`src/rtl/if_fetch_unit_pkg.sv`:
```
// if_fetch_unit_pkg: shared widths, NOP encoding and fetch-queue entry type
// for the instruction fetch stage.
package if_fetch_unit_pkg;

  localparam int XLEN = 32;
  localparam int ILEN = 32;

  localparam logic [ILEN-1:0] NOP = 32'h0000_0000;

  typedef struct packed {
    logic [XLEN-1:0] pc4;
    logic [ILEN-1:0] inst;
  } fetch_entry_t;

  function automatic logic [XLEN-1:0] word_align(
    input logic [XLEN-1:0] a
  );
    return {a[XLEN-1:2], 2'b00};
  endfunction

endpackage

```
`src/rtl/if_fetch_unit_fetch_fifo.sv`:
```
// fetch_fifo: in-order instruction queue with flush.
// The head comes straight from storage; an empty queue reads as a zero entry.
module fetch_fifo
  import if_fetch_unit_pkg::*;
#(
  parameter  int DEPTH = 2,
  localparam int PW    = $clog2(DEPTH),
  localparam int CW    = $clog2(DEPTH + 1)
) (
  input  logic         clk_i,
  input  logic         rst_i,
  input  logic         flush,
  input  logic         push,
  input  logic         pop,
  input  fetch_entry_t wdata,
  output fetch_entry_t head,
  output logic         full,
  output logic         empty,
  output logic [CW-1:0] count
);

  fetch_entry_t  mem [DEPTH];
  logic [PW-1:0] wptr;
  logic [PW-1:0] rptr;
  logic          do_push;
  logic          do_pop;

  assign full    = (count == CW'(DEPTH));
  assign empty   = (count == '0);
  assign do_pop  = pop & ~empty;
  assign do_push = push & (~full | do_pop);

  assign head = empty ? fetch_entry_t'{pc4: '0, inst: NOP}
                      : mem[rptr];

  always_ff @(posedge clk_i or posedge rst_i) begin
    if (rst_i) begin
      wptr  <= '0;
      rptr  <= '0;
      count <= '0;
    end else if (flush) begin
      wptr  <= '0;
      rptr  <= '0;
      count <= '0;
    end else begin
      if (do_push) wptr <= wptr + PW'(1);
      if (do_pop)  rptr <= rptr + PW'(1);
      count <= count + CW'(do_push) - CW'(do_pop);
    end
  end

  // Storage needs no reset: reads are masked while empty.
  always_ff @(posedge clk_i) begin
    if (do_push && !flush) mem[wptr] <= wdata;
  end

endmodule

```
`src/rtl/if_fetch_unit.sv`:
```
// if_fetch_unit: credit-based instruction fetch with redirect and stale-response discard.
// Define IF_FETCH_PERF_CNT_EN to add the perf_stall_o stall-cycle counter.
module if_fetch_unit
  import if_fetch_unit_pkg::*;
#(
  parameter logic [XLEN-1:0] RESET_PC = 32'h0000_0000,
  parameter int              DEPTH    = 2
) (
  input  logic            clk_i,
  input  logic            rst_i,
  input  logic            start_i,
  output logic            imem_req_o,
  output logic [XLEN-1:0] imem_addr_o,
  input  logic            imem_gnt_i,
  input  logic            imem_rvalid_i,
  input  logic [ILEN-1:0] imem_rdata_i,
  input  logic            redirect_i,
  input  logic [XLEN-1:0] redirect_pc_i,
  output logic            id_valid_o,
  input  logic            id_ready_i,
  output logic [XLEN-1:0] id_pc4_o,
  output logic [ILEN-1:0] id_inst_o
`ifdef IF_FETCH_PERF_CNT_EN
  ,
  output logic [31:0]     perf_stall_o
`endif
);

  localparam int            CW   = $clog2(DEPTH + 1);
  localparam logic [CW:0]   DMAX = (CW + 1)'(DEPTH);

  logic [XLEN-1:0] pc;
  logic [XLEN-1:0] pc_nxt;
  logic [XLEN-1:0] resp_pc;
  logic [XLEN-1:0] resp_pc_nxt;
  logic [XLEN-1:0] target;

  logic [CW-1:0] outstanding;
  logic [CW-1:0] out_nxt;
  logic [CW-1:0] discard;
  logic [CW-1:0] disc_nxt;
  logic [CW-1:0] occ;

  logic [CW:0] used;
  logic [CW:0] limit;

  logic grant;
  logic pop;
  logic rsp;
  logic push;

  fetch_entry_t wdata;
  fetch_entry_t head;
  logic         full;
  logic         empty;

  assign target = word_align(redirect_pc_i);
  assign pop    = id_valid_o & id_ready_i;

  // A pop this cycle frees its slot, which sustains one fetch per cycle.
  assign used  = {1'b0, outstanding} + {1'b0, occ};
  assign limit = DMAX + {{CW{1'b0}}, pop};

  assign imem_req_o  = start_i & ~rst_i & (used < limit);
  assign imem_addr_o = pc;
  assign grant       = imem_req_o & imem_gnt_i;

  assign rsp  = imem_rvalid_i & (outstanding != '0);
  assign push = rsp & (discard == '0) & ~redirect_i
              & (~full | pop);

  assign wdata = '{pc4: resp_pc + 32'd4, inst: imem_rdata_i};

  always_comb begin
    out_nxt     = outstanding + CW'(grant) - CW'(rsp);
    disc_nxt    = discard;
    pc_nxt      = pc;
    resp_pc_nxt = resp_pc;
    if (redirect_i) begin
      disc_nxt    = out_nxt;
      pc_nxt      = target;
      resp_pc_nxt = target;
    end else begin
      if (rsp && discard != '0) disc_nxt = discard - CW'(1);
      if (grant) pc_nxt = pc + 32'd4;
      if (push) resp_pc_nxt = resp_pc + 32'd4;
    end
  end

  always_ff @(posedge clk_i or posedge rst_i) begin
    if (rst_i) begin
      pc          <= word_align(RESET_PC);
      resp_pc     <= word_align(RESET_PC);
      outstanding <= '0;
      discard     <= '0;
    end else begin
      pc          <= pc_nxt;
      resp_pc     <= resp_pc_nxt;
      outstanding <= out_nxt;
      discard     <= disc_nxt;
    end
  end

  fetch_fifo #(
    .DEPTH (DEPTH)
  ) u_fifo (
    .clk_i (clk_i),
    .rst_i (rst_i),
    .flush (redirect_i),
    .push  (push),
    .pop   (pop),
    .wdata (wdata),
    .head  (head),
    .full  (full),
    .empty (empty),
    .count (occ)
  );

  assign id_valid_o = ~empty;
  assign id_pc4_o   = head.pc4;
  assign id_inst_o  = head.inst;

`ifdef IF_FETCH_PERF_CNT_EN
  always_ff @(posedge clk_i or posedge rst_i) begin
    if (rst_i) begin
      perf_stall_o <= '0;
    end else if (start_i && id_ready_i && !id_valid_o
                 && perf_stall_o != '1) begin
      perf_stall_o <= perf_stall_o + 32'd1;
    end
  end
`endif

endmodule

```
`config.mk`:
```
export PLATFORM = sky130hd
export DESIGN_NAME = if_fetch_unit
export DESIGN_NICKNAME = d
export VERILOG_FILES = /design/src/rtl/if_fetch_unit_pkg.sv /design/src/rtl/if_fetch_unit_fetch_fifo.sv /design/src/rtl/if_fetch_unit.sv
export SDC_FILE = /design/constraint.sdc
export NUM_CORES = 1
export LEC_CHECK = 0
export ABC_AREA = 1
export CAP_MARGIN = 20
export CORE_MARGIN = 3
export CORE_UTILIZATION = 55
export CTS_BUF_LIST = sky130_fd_sc_hd__clkbuf_8
export CTS_CLUSTER_SIZE = 25
export DETAILED_ROUTE_END_ITERATION = 6
export PLACE_DENSITY = 0.92
export SLEW_MARGIN = 10
export SYNTH_ARGS = -nofsm -noshare
export SYNTH_HDL_FRONTEND = slang
export SYNTH_SLANG_ARGS = --single-unit
export TNS_END_PERCENT = 1
```
`constraint.sdc`:
```
create_clock -name clk_i -period 4.5 [get_ports clk_i]
set_input_delay 0.9 -clock clk_i [delete_from_list [all_inputs] [get_ports clk_i]]
set_output_delay 0.9 -clock clk_i [all_outputs]
set_load 0.03 [all_outputs]
```
==> flow_metrics.py, run 1 <==
# Synthesis and PnR figures
metrics = {
    "route": {
        "routed_wl_mm": 23.5,
        "wl_met2_mm": 11.1,
        "first_pass_iters": 5,
        "routed.top_layer": "met4",
        "drt-initial-drc-count": 599,
        "m1WireLength_mm": 10.2,
        "met3WireLength_mm": 1.79,
    },
    "worst_setup_path": {
        "cp_slowest_cell": "clkdlybuf4s50_1",
        "cp_data_required_time_ns": 3.60,
        "critical_path_class": "flip-flop to output pin",
        "r2r_end": "discard[1]",
        "arrival_ns": 2.73,
        "path_cells": "inv_1 -> nand2_2 -> inv_2 -> buf_4 -> a21oi_1 -> clkdlybuf4s50_1",
        "endpoint": "id_pc4_o[16]",
        "crit_family": "buffers and inverters",
        "slowest_delay_ns": 0.63,
        "r2r_cells": 11,
        "cp.depth": 6,
        "r2r-start": "outstanding[0]",
        "worst_setup_path_end_kind": "output pin",
        "path_buffers": 4,
        "r2r_slack_ns": 1.68,
    },
    "sta": {
        "rsz0062_at_grt": "no",
        "worstMarginPinSlew_ns": 0.919,
        "relSlewSlack_pct": 38.8,
        "finalCritPeriodShare_pct": 80.7,
        "skew_ns": 0.0147,
        "hold_viol": 0,
        "slew_viol_final": 0,
        "tns_ns": 0,
    },
    "clock_network": {
        "cts_made_buffers": 17,
        "cts_setup_buffers": 0,
        "cts_sinks": 192,
        "hold_buffers": 0,
        "clkLatencyLatePin_ns": 0.47,
        "clk_pin_slew_ns": 0.10,
        "cts-root-buf": "clkbuf_8",
        "htreeDepth": 4,
    },
    "power_and_ir_drop": {
        "p_comb_share_pct": 42.0,
        "switching_power_uw": 2380,
        "ir_worst_vdd_uv": 283,
        "p_clk_uw": 1100,
        "power.group.top": "combinational logic",
        "pwr-share-clk_pct": 18.8,
        "p_int_uw": 3480,
        "pg_seq_uw": 2300,
        "power_frac_seq_pct": 39.2,
        "p_sw_share_pct": 40.6,
    },
    "floorplanning": {
        "ios": 169,
        "core_area_um2": 17300,
        "dieArea_um2": 19300,
    },
    "global_route": {
        "first_global_vias": 7793,
        "gr-usage-met2_pct": 40.0,
        "grt_usage_pct": 24.7,
        "grt_antenna_before_repair": 0,
        "use_met3_pct": 4.38,
        "gr-usage-met1_pct": 34.5,
        "grt_pass1_wl_mm": 38.6,
    },
    "cells_and_area": {
        "antenna_cells": 0,
        "drive_gt1_share_pct": 7.19,
        "syn2layout_area_growth_pct": 22.6,
    },
    "synthesis": {
        "ys_seq_share_pct": 55.7,
        "yosys-top-cells-area": "edfxtp_1 38%, dfrtp_1 17%, nand2_1 17%",
        "ys_types": 33,
        "syn-instance-count": 1115,
        "ys_warn_count": 0,
        "ys_area_um2": 9740,
        "synth-seq-cells": 192,
        "synth.avg_cell_area_um2": 8.73,
        "async_flop_share_pct": 35.4,
        "synth.largest_area_cell": "edfxtp_1",
        "synth_top_area_share_pct": 38.2,
    },
    "run": {
        "cap_violations": 0,
    },
    "min_path": {
        "holdPathEnd": "resp_pc[2]",
        "hold_depth": 2,
        "min_from": "resp_pc[2]",
    },
    "run_status": {
        "outcome": "finished, final reports clean",
    },
}
run 1: layout make-up:
cell class / count / area, um2
Tap cell: 225 / 282
Timing Repair Buffer: 172 / 1720
Clock buffer: 17 / 234
Sequential cell: 192 / 5430
Fill cell: 1346 / 5350
Clock inverter: 15 / 144
Inverter: 88 / 330
Multi-Input combinational cell: 796 / 3800
run 1: sequential cells by signal, summed over array words and instances, names as in the netlist:
register	cells
imem_addr_o	30
resp_pc	30
u_fifo.count	2
u_fifo.rptr	1
outstanding	2
u_fifo.wptr	1
u_fifo.mem	124
discard	2
run 1: cell usage after synthesis (all sizes together), types with 8 or more instances:
cell type,count
o21ai,16
edfxtp,124
ha,8
dfrtp,68
nand3b,16
a21oi,65
inv,88
nand2,466
buf,23
clkbuf,19
nand3,93
nor2,88
xor2,12
xnor2,16
run 1: cells by family after synthesis:
family | Yosys count | share of synthesized area, %
adder cells (fa/ha/maj) | 9 | 1.23
XOR/XNOR | 28 | 2.98
flip-flops | 192 | 55.7
AND/OR/NAND/NOR | 671 | 30.2
AND-OR/OR-AND | 84 | 4.39
buffers and inverters | 130 | 5.50
other | 1 | 0.0385
run 1: per-stage QoR:
stage / util [%] / hold WS [ns] / instances / area [um2] / setup slack [ns]
global route: 69.0 / 0.550 / 1505 / 11900 / 0.690
floorplan: - / 0.478 / 1118 / 9750 / -0.0489
global placement: 66.7 / 0.496 / 1472 / 11500 / 0.990
CTS: 68.9 / 0.540 / 1504 / 11900 / 0.819
detailed placement: 66.7 / 0.515 / 1472 / 11500 / 1.04
finish: 69.0 / 0.536 / 1505 / 11900 / 0.869
Run 1, wiring heat map:
Scale: 2 px per um. The die is cut into 28 by 28 equal tiles; dark purple is low, yellow is high, scaled to the fullest tile. Values are wire area over tile area, all layers added.
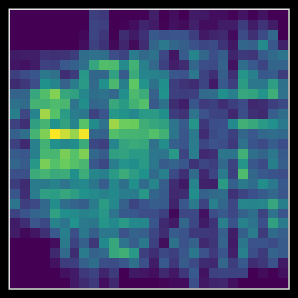
mean over tiles: 0.20
fullest tile: 0.68
tiles over half the peak: 15%

Run 1, wiring by layer:
Scale: 3 px per um. Two of the layers only.
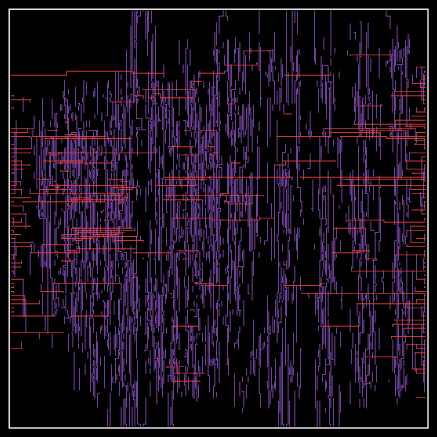
[M3] red | wire length: 1,790 um
[M2] purple | wire length: 11,100 um

Run 1, selected gate families:
Scale: 3 px per um.
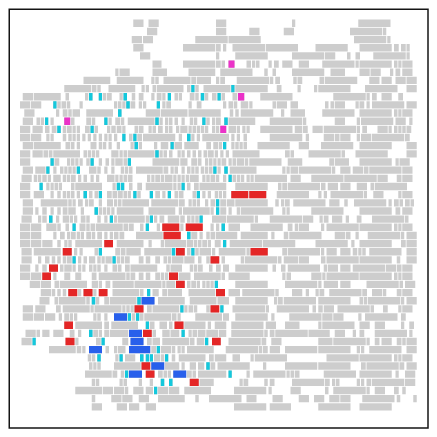
[and/or cells] magenta | cells: 4 | most used: and2_1 | where: north
[fa/ha/maj cells] blue | cells: 9 | most used: ha_1
[xor and xnor cells] red | cells: 28 | most used: xnor2_1
[inv cells] cyan | cells: 88 | most used: inv_1
Top cell excl fill/tap: nand2_1
non-filler cells, final: 1,505
logic share of the area: 31.9%

Run 1, zoomed window:
Region (55, 55) to (85, 85) um. Cells in grey, sequential cells in the stronger grey; small squares are vias.
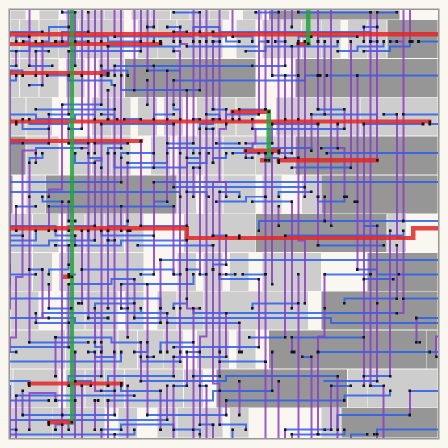
[M3] red
[M1] blue
[M2] purple
[M4] green
netlist names of flops here include: `resp_pc` (5), `u_fifo.mem` (5)
sequential cells in the window: 10
most frequent: nand2_1 (41), inv_1 (10), nor2_1 (8)
cells with their middle in the window: 97

==> run 2, diff against run 1 <==
--- a/config.mk
+++ b/config.mk
@@ -8,11 +8,11 @@
 export ABC_AREA = 1
 export CAP_MARGIN = 20
 export CORE_MARGIN = 3
-export CORE_UTILIZATION = 55
+export CORE_UTILIZATION = 50
 export CTS_BUF_LIST = sky130_fd_sc_hd__clkbuf_8
 export CTS_CLUSTER_SIZE = 25
 export DETAILED_ROUTE_END_ITERATION = 6
-export PLACE_DENSITY = 0.92
+export PLACE_DENSITY = 0.88
 export SLEW_MARGIN = 10
 export SYNTH_ARGS = -nofsm -noshare
 export SYNTH_HDL_FRONTEND = slang
==> constraint.sdc (replaced) <==
create_clock -name clk_i -period 3.1 [get_ports clk_i]
set_input_delay 0.62 -clock clk_i [delete_from_list [all_inputs] [get_ports clk_i]]
set_output_delay 0.62 -clock clk_i [all_outputs]
set_load 0.03 [all_outputs]
Run 2, selected gate families:
Scale: 2 px per um.
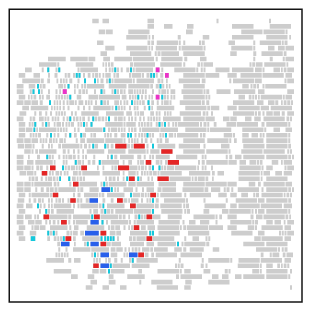
[and/or cells] magenta | cells: 4 | most used: and2_1 | where: north
[inv cells] cyan | cells: 88 | most used: inv_1
[fa/ha/maj cells] blue | cells: 9 | most used: ha_1
[xor and xnor cells] red | cells: 28 | most used: xnor2_1

Run 2, zoomed window:
Region (58, 58) to (88, 88) um. Cells in grey, sequential cells in the stronger grey; small squares are vias.
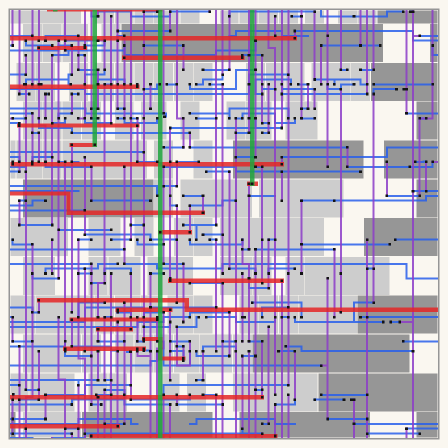
[M4] green
[M3] red
[M1] blue
[M2] purple
cells with their middle in the window: 85
netlist names of flops here include: `resp_pc` (6), `u_fifo.mem` (3)
most frequent: nand2_1 (31), nor2_1 (9), inv_1 (8)
sequential cells in the window: 9

Run 2, wiring by layer:
Scale: 2 px per um. Two of the layers only.
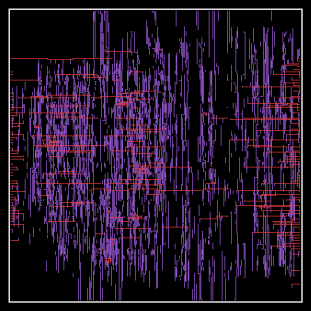
[M2] purple | wire length: 11,500 um
[M3] red | wire length: 1,920 um
Vias: 7,989
drt total wl: 24.0 mm
GRT Total Usage: 22.5%
Routed wire per std cell: 15.5 um

==> flow_metrics.py, run 2 <==
# Synthesis and PnR figures
metrics = {
    "run_status": {
        "outcome": "finished, final reports clean",
    },
    "placed_design": {
        "dpl-instance-area_um2": 11700,
        "post-place-ws_ns": 0.205,
        "port_buffers": 162,
    },
    "sta": {
        "holdWs_ns": 0.533,
        "skew_ns": 0.0186,
        "finalCritPeriodShare_pct": 95.5,
        "fin_ws_ns": 0.138,
        "hold_viol": 0,
        "slew_viol_final": 0,
        "worstMarginPinSlew_ns": 0.904,
        "min_period_ns": 2.96,
    },
    "power_and_ir_drop": {
        "p_int_uw": 5250,
        "pwr-share-clk_pct": 19.6,
        "p_clk_uw": 1710,
        "pg_seq_uw": 3340,
        "p_comb_share_pct": 42.1,
        "switching_power_uw": 3480,
        "power.group.top": "combinational logic",
        "ir_worst_vdd_uv": 366,
        "p_sw_share_pct": 39.8,
    },
    "worst_setup_path": {
        "cp_data_required_time_ns": 2.48,
        "arrival_ns": 2.34,
        "crit_family": "buffers and inverters",
        "cp_slowest_cell": "clkdlybuf4s50_1",
        "path_cells": "inv_2 -> buf_12 -> nand2_1 -> a21oi_1 -> clkdlybuf4s50_1",
        "critPathMaxFanout": 50,
        "slowest_delay_ns": 0.72,
        "critical_path_class": "flip-flop to output pin",
    },
    "clock_network": {
        "cts_made_buffers": 17,
        "htreeDepth": 4,
        "clkLatencyLatePin_ns": 0.47,
        "clk_pin_slew_ns": 0.10,
        "cts_setup_buffers": 0,
        "cts-root-buf": "clkbuf_8",
    },
    "synthesis": {
        "async_flop_share_pct": 35.4,
        "synth.avg_cell_area_um2": 8.73,
        "ys_seq_share_pct": 55.7,
        "yosys-top-cells-area": "edfxtp_1 38%, dfrtp_1 17%, nand2_1 17%",
        "synth.largest_area_cell": "edfxtp_1",
        "ys_types": 33,
        "synthTopCellsByCount": "453 x nand2_1, 124 x edfxtp_1, 90 x nand3_1, 82 x inv_1, 68 x dfrtp_1",
        "ys_area_um2": 9740,
        "syn-instance-count": 1115,
        "ys_warn_count": 0,
        "synth_top_area_share_pct": 38.2,
        "synth-seq-cells": 192,
    },
    "floorplanning": {
        "core_area_um2": 18900,
        "dieArea_um2": 21200,
        "ios": 169,
    },
    "global_route": {
        "use_met3_pct": 4.67,
        "gr-usage-met1_pct": 30.1,
        "grt_antenna_before_repair": 0,
        "grt_pass1_wl_mm": 38.8,
        "gr-usage-met2_pct": 37.3,
        "first_global_vias": 7718,
    },
    "cells_and_area": {
        "fin_area_um2": 12100,
        "antenna_cells": 0,
        "final_util_pct": 64.3,
        "drive_gt1_share_pct": 7.72,
        "layout_top_cell": "nand2_1",
        "fillers": 1490,
        "fin_cells": 1542,
        "regMostFlops": "u_fifo.mem",
        "syn2layout_area_growth_pct": 24.7,
    },
    "route": {
        "first_pass_iters": 5,
        "routed.top_layer": "met4",
        "drc_errors": 0,
        "drt-initial-drc-count": 534,
        "wl_met2_mm": 11.5,
        "met3WireLength_mm": 1.92,
    },
    "run": {
        "cap_violations": 0,
    },
}
[run 2: cell types whose count changed in the layout (fill, tap and decap cells not counted), sizes merged]
cell	delta
dlygate4sd2	+1
dlymetal6s2s	+12
clkinv	-4
clkbuf	+2
clkdlybuf4s50	-17
inv	+3
clkinvlp	-2
buf	+6
bufinv	+1
[run 2: layout make-up]
type | instances | area [um2] | share of cell area, %
Clock buffer | 19 | 262 | 2.15
Clock inverter | 13 | 156 | 1.29
Inverter | 88 | 334 | 2.75
Timing Repair Buffer | 174 | 1830 | 15.1
Tap cell | 260 | 325 | 2.68
Multi-Input combinational cell | 796 | 3800 | 31.3
Sequential cell | 192 | 5430 | 44.7
[run 2: worst paths after layout]
path	startpoint	endpoint	slack, ns	cells after the start
worst max-delay path	u_fifo.rptr	id_inst_o[28]	0.14	5
worst min-delay path	resp_pc[2]	resp_pc[2]	0.53	2
worst max register to register	outstanding[0]	discard[1]	0.56	12
worst min register to register	resp_pc[2]	resp_pc[2]	0.53	2
max in group asynchronous	rst_i	u_fifo.rptr	1.66	3
min in group asynchronous	rst_i	imem_addr_o[7]	0.79	3
[run 2: worst register-to-register path, stage by stage, from the launching register on]
cell and delay, ns:
dfrtp_1 0.43, ha_1 0.24, fa_1 0.37, nor2_1 0.13
buf_4 0.13, nand3_4 0.07, ha_1 0.28, inv_1 0.04
ha_1 0.18, xnor2_1 0.18, xnor2_1 0.11, o21ai_0 0.19
nand2_1 0.09
[run 2: cell families after synthesis]
group	share of synthesized area (%)
AND-OR/OR-AND	4.39
XOR/XNOR	2.98
adder cells (fa/ha/maj)	1.23
buffers and inverters	5.50
flip-flops	55.7
other	0.0385
AND/OR/NAND/NOR	30.2
Power figures rest on the tool's default switching activity, not on a simulated workload.
